File: config.mk
export PLATFORM = sky130hd
export DESIGN_NAME = alu_station
export DESIGN_NICKNAME = d
export VERILOG_FILES = /design/src/rtl/alu_station_pkg.sv /design/src/rtl/alu_station_pick.sv /design/src/rtl/alu_station.sv
export SDC_FILE = /design/constraint.sdc
export NUM_CORES = 1
export LEC_CHECK = 0
export CAP_MARGIN = 20
export CELL_PAD_IN_SITES_DETAIL_PLACEMENT = 1
export CELL_PAD_IN_SITES_GLOBAL_PLACEMENT = 1
export CORE_ASPECT_RATIO = 1.75
export CORE_MARGIN = 4
export CORE_UTILIZATION = 49
export CTS_BUF_LIST = sky130_fd_sc_hd__clkbuf_8
export DETAILED_ROUTE_END_ITERATION = 16
export GPL_ROUTABILITY_DRIVEN = 0
export GPL_TIMING_DRIVEN = 0
export PLACE_DENSITY = 0.84
export SYNTH_ARGS = -nofsm -noshare
export SYNTH_HDL_FRONTEND = slang
export SYNTH_SLANG_ARGS = --single-unit
File: constraint.sdc
create_clock -name clk -period 6.6 [get_ports clk]
set_clock_uncertainty 0.15 [all_clocks]
set_input_delay 0.99 -clock clk [delete_from_list [all_inputs] [get_ports clk]]
set_output_delay 0.99 -clock clk [all_outputs]
set_load 0.01 [all_outputs]
File: src/rtl/alu_station_pkg.sv
// Shared cpu definitions used by the ALU reservation station: word/address/tag
// types, the UNLOCKED tag value and the ALU opcode constants.
package alu_station_pkg;

   localparam int DEF_TAG_W = 4;

   typedef logic [31:0]          word_t;
   typedef logic [31:0]          addr_t;
   typedef logic [4:0]           regaddr_t;
   typedef logic [5:0]           sinst_t;
   typedef logic [DEF_TAG_W-1:0] regtag_t;

   localparam regtag_t UNLOCKED = '0;
   localparam word_t   ZERO     = '0;

   localparam sinst_t OP_NOP = 6'h00;
   localparam sinst_t OP_ADD = 6'h01;
   localparam sinst_t OP_SUB = 6'h02;
   localparam sinst_t OP_AND = 6'h03;
   localparam sinst_t OP_OR  = 6'h04;
   localparam sinst_t OP_XOR = 6'h05;
   localparam sinst_t OP_SLL = 6'h06;
   localparam sinst_t OP_SRL = 6'h07;

endpackage

File: src/rtl/alu_station_pick.sv
// Lowest-index priority encoder: returns the index of the lowest set bit of vec
// and whether any bit was set.
module alu_station_pick #(
   parameter int N  = 4,
   parameter int IW = (N > 1) ? $clog2(N) : 1
) (
   input  logic [N-1:0]  vec,
   output logic [IW-1:0] idx,
   output logic          found
);

   // Scanning from the top down lets the lowest set bit win.
   always_comb begin
      idx   = '0;
      found = 1'b0;
      for (int i = N - 1; i >= 0; i--) begin
         if (vec[i]) begin
            idx   = IW'(i);
            found = 1'b1;
         end
      end
   end

endmodule

File: src/rtl/alu_station.sv
// ALU reservation station: holds issued instructions until their operand tags
// are resolved from the result broadcast, then dispatches one per cycle.
module alu_station
   import alu_station_pkg::*;
#(
   parameter int DEPTH = 4,
   parameter int TAG_W = 4
) (
   input  logic             clk,
   input  logic             rst,
   input  logic             rdy,
   input  logic             flush,
   input  logic             issue_valid,
   output logic             issue_ready,
   input  logic [5:0]       issue_op,
   input  logic [31:0]      issue_pc,
   input  logic [TAG_W-1:0] issue_tagx,
   input  logic [TAG_W-1:0] issue_tagy,
   input  logic [TAG_W-1:0] issue_tagw,
   input  logic [31:0]      issue_datax,
   input  logic [31:0]      issue_datay,
   input  logic [4:0]       issue_target,
   input  logic             cdb_en,
   input  logic [TAG_W-1:0] cdb_tag,
   input  logic [31:0]      cdb_data,
   output logic             alu_busy_out,
   output logic [5:0]       alu_op,
   output logic [31:0]      alu_pc,
   output logic [TAG_W-1:0] alu_tagx,
   output logic [TAG_W-1:0] alu_tagy,
   output logic [TAG_W-1:0] alu_tagw,
   output logic [31:0]      alu_datax,
   output logic [31:0]      alu_datay,
   output logic [4:0]       alu_target
);

   localparam int IW = $clog2(DEPTH);

   logic [DEPTH-1:0] valid;
   sinst_t           op_q     [DEPTH];
   addr_t            pc_q     [DEPTH];
   regaddr_t         target_q [DEPTH];
   logic [TAG_W-1:0] tagx_q   [DEPTH];
   logic [TAG_W-1:0] tagy_q   [DEPTH];
   logic [TAG_W-1:0] tagw_q   [DEPTH];
   word_t            datax_q  [DEPTH];
   word_t            datay_q  [DEPTH];

   logic [DEPTH-1:0] ready_vec;
   logic [DEPTH-1:0] valid_nxt;
   logic [IW-1:0]    free_idx, rdy_idx;
   logic             free_found, rdy_found;
   logic             cdb_hit, take;
   logic             byp_x, byp_y, byp_w;

   always_comb begin
      for (int i = 0; i < DEPTH; i++)
         ready_vec[i] = valid[i] && (tagx_q[i] == '0) && (tagy_q[i] == '0) && (tagw_q[i] == '0);
   end

   alu_station_pick #(.N(DEPTH), .IW(IW)) u_pick_free (
      .vec   (~valid),
      .idx   (free_idx),
      .found (free_found)
   );

   alu_station_pick #(.N(DEPTH), .IW(IW)) u_pick_ready (
      .vec   (ready_vec),
      .idx   (rdy_idx),
      .found (rdy_found)
   );

   // A zero tag on the broadcast means "no producer" and must never match.
   assign cdb_hit = cdb_en && (cdb_tag != '0);
   assign take    = issue_valid && issue_ready && free_found;
   assign byp_x   = cdb_hit && (issue_tagx == cdb_tag);
   assign byp_y   = cdb_hit && (issue_tagy == cdb_tag);
   assign byp_w   = cdb_hit && (issue_tagw == cdb_tag);

   // Dispatched slot is freed and a new slot is claimed in the same edge; both
   // come from pre-edge state so they can never be the same entry.
   always_comb begin
      valid_nxt = valid;
      if (rdy_found) valid_nxt[rdy_idx] = 1'b0;
      if (take)      valid_nxt[free_idx] = 1'b1;
   end

   assign alu_tagx = '0;
   assign alu_tagy = '0;
   assign alu_tagw = '0;

   always_ff @(posedge clk) begin
      if (rst) begin
         valid        <= '0;
         issue_ready  <= 1'b1;
         alu_busy_out <= 1'b0;
         alu_op       <= '0;
         alu_pc       <= '0;
         alu_datax    <= '0;
         alu_datay    <= '0;
         alu_target   <= '0;
      end else if (rdy) begin
         if (flush) begin
            valid        <= '0;
            alu_busy_out <= 1'b0;
            issue_ready  <= 1'b1;
         end else begin
            valid       <= valid_nxt;
            issue_ready <= |(~valid_nxt);

            for (int i = 0; i < DEPTH; i++) begin
               if (valid[i] && cdb_hit) begin
                  if (tagx_q[i] == cdb_tag) begin
                     tagx_q[i]  <= '0;
                     datax_q[i] <= cdb_data;
                  end
                  if (tagy_q[i] == cdb_tag) begin
                     tagy_q[i]  <= '0;
                     datay_q[i] <= cdb_data;
                  end
                  if (tagw_q[i] == cdb_tag) tagw_q[i] <= '0;
               end
            end

            alu_busy_out <= rdy_found;
            if (rdy_found) begin
               alu_op     <= op_q[rdy_idx];
               alu_pc     <= pc_q[rdy_idx];
               alu_datax  <= datax_q[rdy_idx];
               alu_datay  <= datay_q[rdy_idx];
               alu_target <= target_q[rdy_idx];
            end

            if (take) begin
               op_q[free_idx]     <= issue_op;
               pc_q[free_idx]     <= issue_pc;
               target_q[free_idx] <= issue_target;
               tagx_q[free_idx]   <= byp_x ? '0 : issue_tagx;
               tagy_q[free_idx]   <= byp_y ? '0 : issue_tagy;
               tagw_q[free_idx]   <= byp_w ? '0 : issue_tagw;
               datax_q[free_idx]  <= byp_x ? cdb_data : issue_datax;
               datay_q[free_idx]  <= byp_y ? cdb_data : issue_datay;
            end
         end
      end
   end

endmodule

==> impl_metrics.toml, run 1 <==
# implementation run metrics
[synth]
synth.area.mux_share_pct = 12.03
ys.flop_type = "edfxtp_1"
synth_chip_area_mm2 = 0.02558

[route]
drt_wl_total_um = 91200
drt_pass1_iterations = 6

[floorplan]
chip_area_mm2 = 0.05608
core_mm2 = 0.05161

[hold_path]
worstHoldEndpoint = "alu_pc[26]$_SDFFE_PP0P_"

[cells_and_area]
signal_buffers = 433
seqCellArea_mm2 = 0.01656
lay_top_cells = "edfxtp_1 (476), clkdlybuf4s50_1 (263), mux2_2 (195), o221ai_1 (152), nand2_1 (116)"
seq_area_share_pct = 53.26

[clocking]
clock-sinks = 589
cts_htree_levels = 3

[pwr]
combPwrFrac_pct = 5.7
swShare_pct = 23.33
combinationalPower_uw = 422

[status]
status = "finished clean"

[final_timing]
rsz0062_at_grt = "no"
worst_pin_slew_ps = 1154
fin_crit_ps = 4477

[worst_setup_path]
crit_required_ps = 6870
path_class = "in2reg"

[global_routing]
grt_pass1_vias = 20290
use_met3_pct = 6.234
met2_usage_pct = 54.38
grt_use_total_pct = 31.12

[placement]
io_buffers = 263
==> run 1: critical path: stages <==
cell and delay, ps:
clkdlybuf4s50_1 490, nand2b_1 250, nor2_2 290, nand4b_1 580
inv_2 610, nand2_1 670, buf_2 500, mux2_2 350
==> run 1: per-stage QoR <==
step | total power [µW] | instances
4_1_cts | 7331 | 2908
2_1_floorplan | 4294 | 1805
5_1_grt | 7541 | 2920
3_5_place_dp | 4523 | 2752
6_report | 7339 | 2921
3_3_place_gp | 4495 | 2740
==> run 1: registers in the layout, summed over array words and instances (netlist names), 20 cells and up <==
| register | cells |
|---|---|
| op_q | 24 |
| alu_datax | 32 |
| target_q | 20 |
| alu_datay | 32 |
| pc_q | 128 |
| alu_pc | 32 |
| datax_q | 128 |
| datay_q | 128 |
Fig. 1: run 1, a small window of the routed layout
Region (25, 213) to (65, 253) µm. Cells in gray, sequential cells in the stronger gray; small squares are vias.
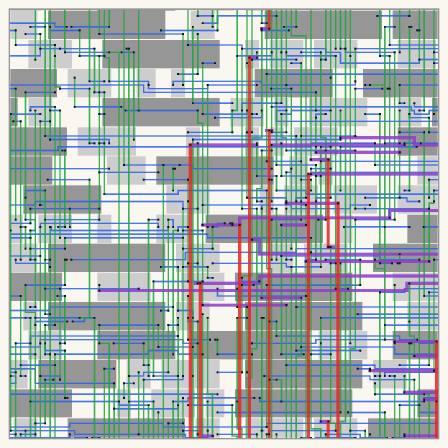
- blue: metal 1
- red: metal 4
- green: metal 2
- purple: metal 3
- cells with their middle in the window: 81
- most frequent: edfxtp_1 (18), mux2_2 (12), o221ai_1 (10)
- netlist names of flops here include: datay_q (10), datax_q (5), alu_datax (3)
- sequential cells in the window: 23

Fig. 2: run 1, sequential cells grouped by signal name
Bar = 50 µm.
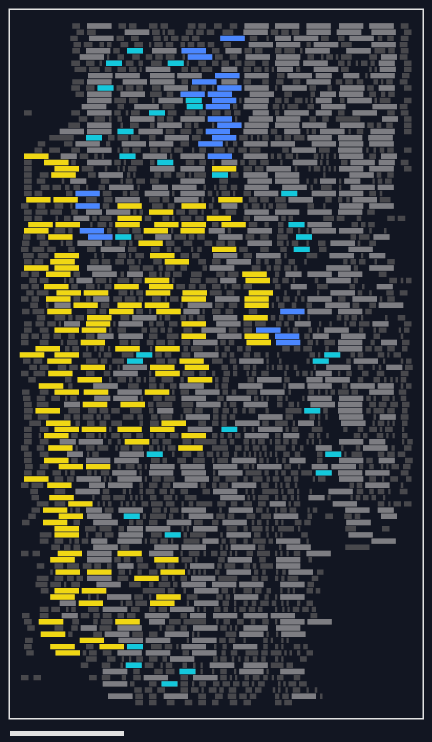
- blue: op_q (flops 24; where top center)
- cyan: alu_datay (flops 32)
- yellow: datax_q (flops 128)
- not colored: 405

Fig. 3: run 1, the clock network
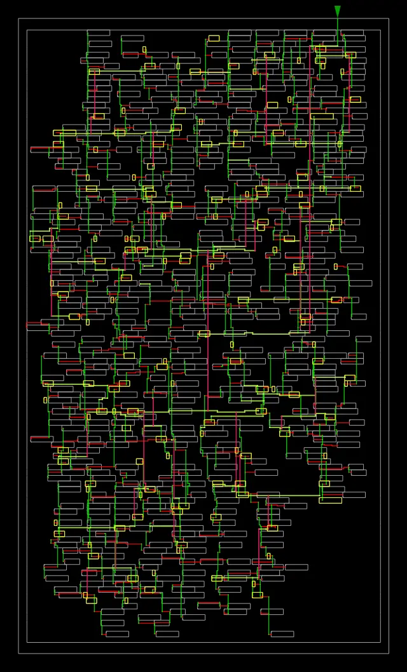
clock-net power: 2880 µW
Clock buffer cells: 90
count of flip-flops and latches: 589

Fig. 4: run 1, I/O nets highlighted
Bar = 50 µm.
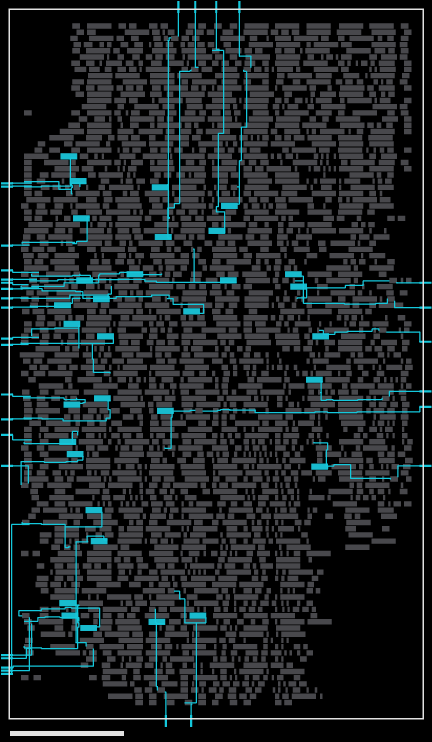

--- run 2 (diff from run 1) ---
CORE_UTILIZATION = 44   (was 49)
PLACE_DENSITY = 0.8   (was 0.84)
clock period = 3.92 ns   (was 6.6 ns; I/O delays follow)
Fig. 5: run 2, I/O nets highlighted
Bar = 50 µm.
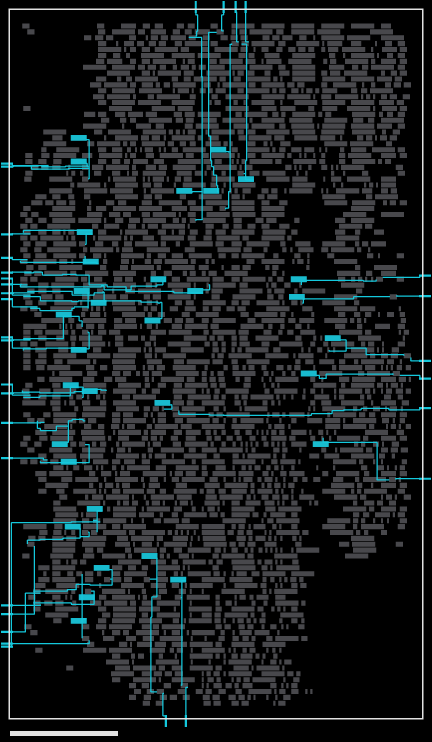
- cyan: alu_datax (bits 32; direction output; end cells 32; buffers 32; wire 2240 µm)

Fig. 6: run 2, a small window of the routed layout
Region (28, 225) to (68, 265) µm. Cells in gray, sequential cells in the stronger gray; small squares are vias.
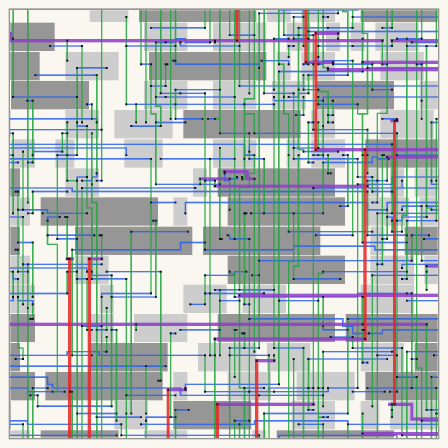
- green: metal 2
- blue: metal 1
- red: metal 4
- purple: metal 3
- sequential cells in the window: 17
- netlist names of flops here include: datay_q (10), op_q (3), alu_datay (2)
- most frequent: edfxtp_1 (13), mux2_2 (12), o221ai_1 (9)
- cells with their middle in the window: 68

==> impl_metrics.toml, run 2 <==
# implementation run metrics
[status]
status = "finished clean"

[synth]
synth_chip_area_mm2 = 0.02558
ys.flop_type = "edfxtp_1"
synth.area.mux_share_pct = 12.03

[route]
drt_pass1_iterations = 6
drt_iter0_markers = 1656
drt_wl_total_um = 87400

[worst_setup_path]
path_depth = 8
path_delay_family = "simple AND/OR/NAND/NOR gates"
crit_slowest_cell = "nand4b_1"
critical_path_buf_inv_count = 3
reg2reg_to = "alu_datay[22]$_SDFFE_PP0P_"
critical_path_arrival_ps = 4140
path_cells = "clkdlybuf4s50_1 -> nand2b_1 -> nor2_2 -> nand4b_1 -> inv_4 -> nand2_1 -> buf_2 -> mux2_2"
crit_required_ps = 4190
reg2reg_slack_ps = 200
path_class = "in2reg"
cpPeakStageDelay_ps = 620

[cells_and_area]
flops = 589
nFillCells = 5639
clkbuf_count = 91
seqCellArea_mm2 = 0.01656
largestRegisters = "datax_q (128), datay_q (128), pc_q (128)"
seq_area_share_pct = 52.91
signal_buffers = 434
lay_top_cells = "edfxtp_1 (476), clkdlybuf4s50_1 (263), mux2_2 (195), o221ai_1 (152), nand2_1 (116)"
drive_above_1_share_pct = 20.64
clock_tree_area_fraction_pct = 5.354

[pwr]
swShare_pct = 23.05
combinationalPower_uw = 698
combPwrFrac_pct = 5.6
clk-power_uw = 4940

[clocking]
clock-sinks = 589
cts_htree_levels = 3

[final_timing]
period_used_pct = 98.86
rsz0062_at_grt = "no"
fin_crit_ps = 3875

[placement]
dp_hpwl_um = 60390
io_buffers = 263
dpl_worst_slack_ps = -706.1

[global_routing]
grt_pass1_vias = 20020
met2_usage_pct = 47.82
use_met3_pct = 4.915
grt_use_total_pct = 27.29

[floorplan]
core_mm2 = 0.05733
io_pins = 282
chip_area_mm2 = 0.06222

[hold_path]
worstHoldEndpoint = "valid[2]$_SDFFE_PP0P_"
## run 2: cell counts after synthesis
Identical to the previous run, type by type.
## run 2: stage by stage
| step | TNS [ps] | area [µm²] | power (µW) | cells | hold WS (ps) |
|---|---|---|---|---|---|
| finish | 0 | 31290 | 12430 | 3020 | 104.0 |
| global route | 0 | 31280 | 12790 | 3015 | 125.0 |
| CTS | 0 | 31250 | 12480 | 3006 | 66.43 |
| detailed placement | -51040 | 29580 | 7615 | 2849 | 344.1 |
| global placement | -986730 | 29240 | 7575 | 2835 | 337.7 |
| floorplan | -63620 | 25640 | 7229 | 1805 | 346.2 |
## run 2: what timing repair did
| action | in CTS | in global routing |
|---|---|---|
| endpoints found under the setup margin | 1 | 50 |
| gates resized | 1 | 1 |
| hold buffers | 0 | 0 |
| gates cloned | 0 | 0 |
Power and IR drop assume default switching activity.
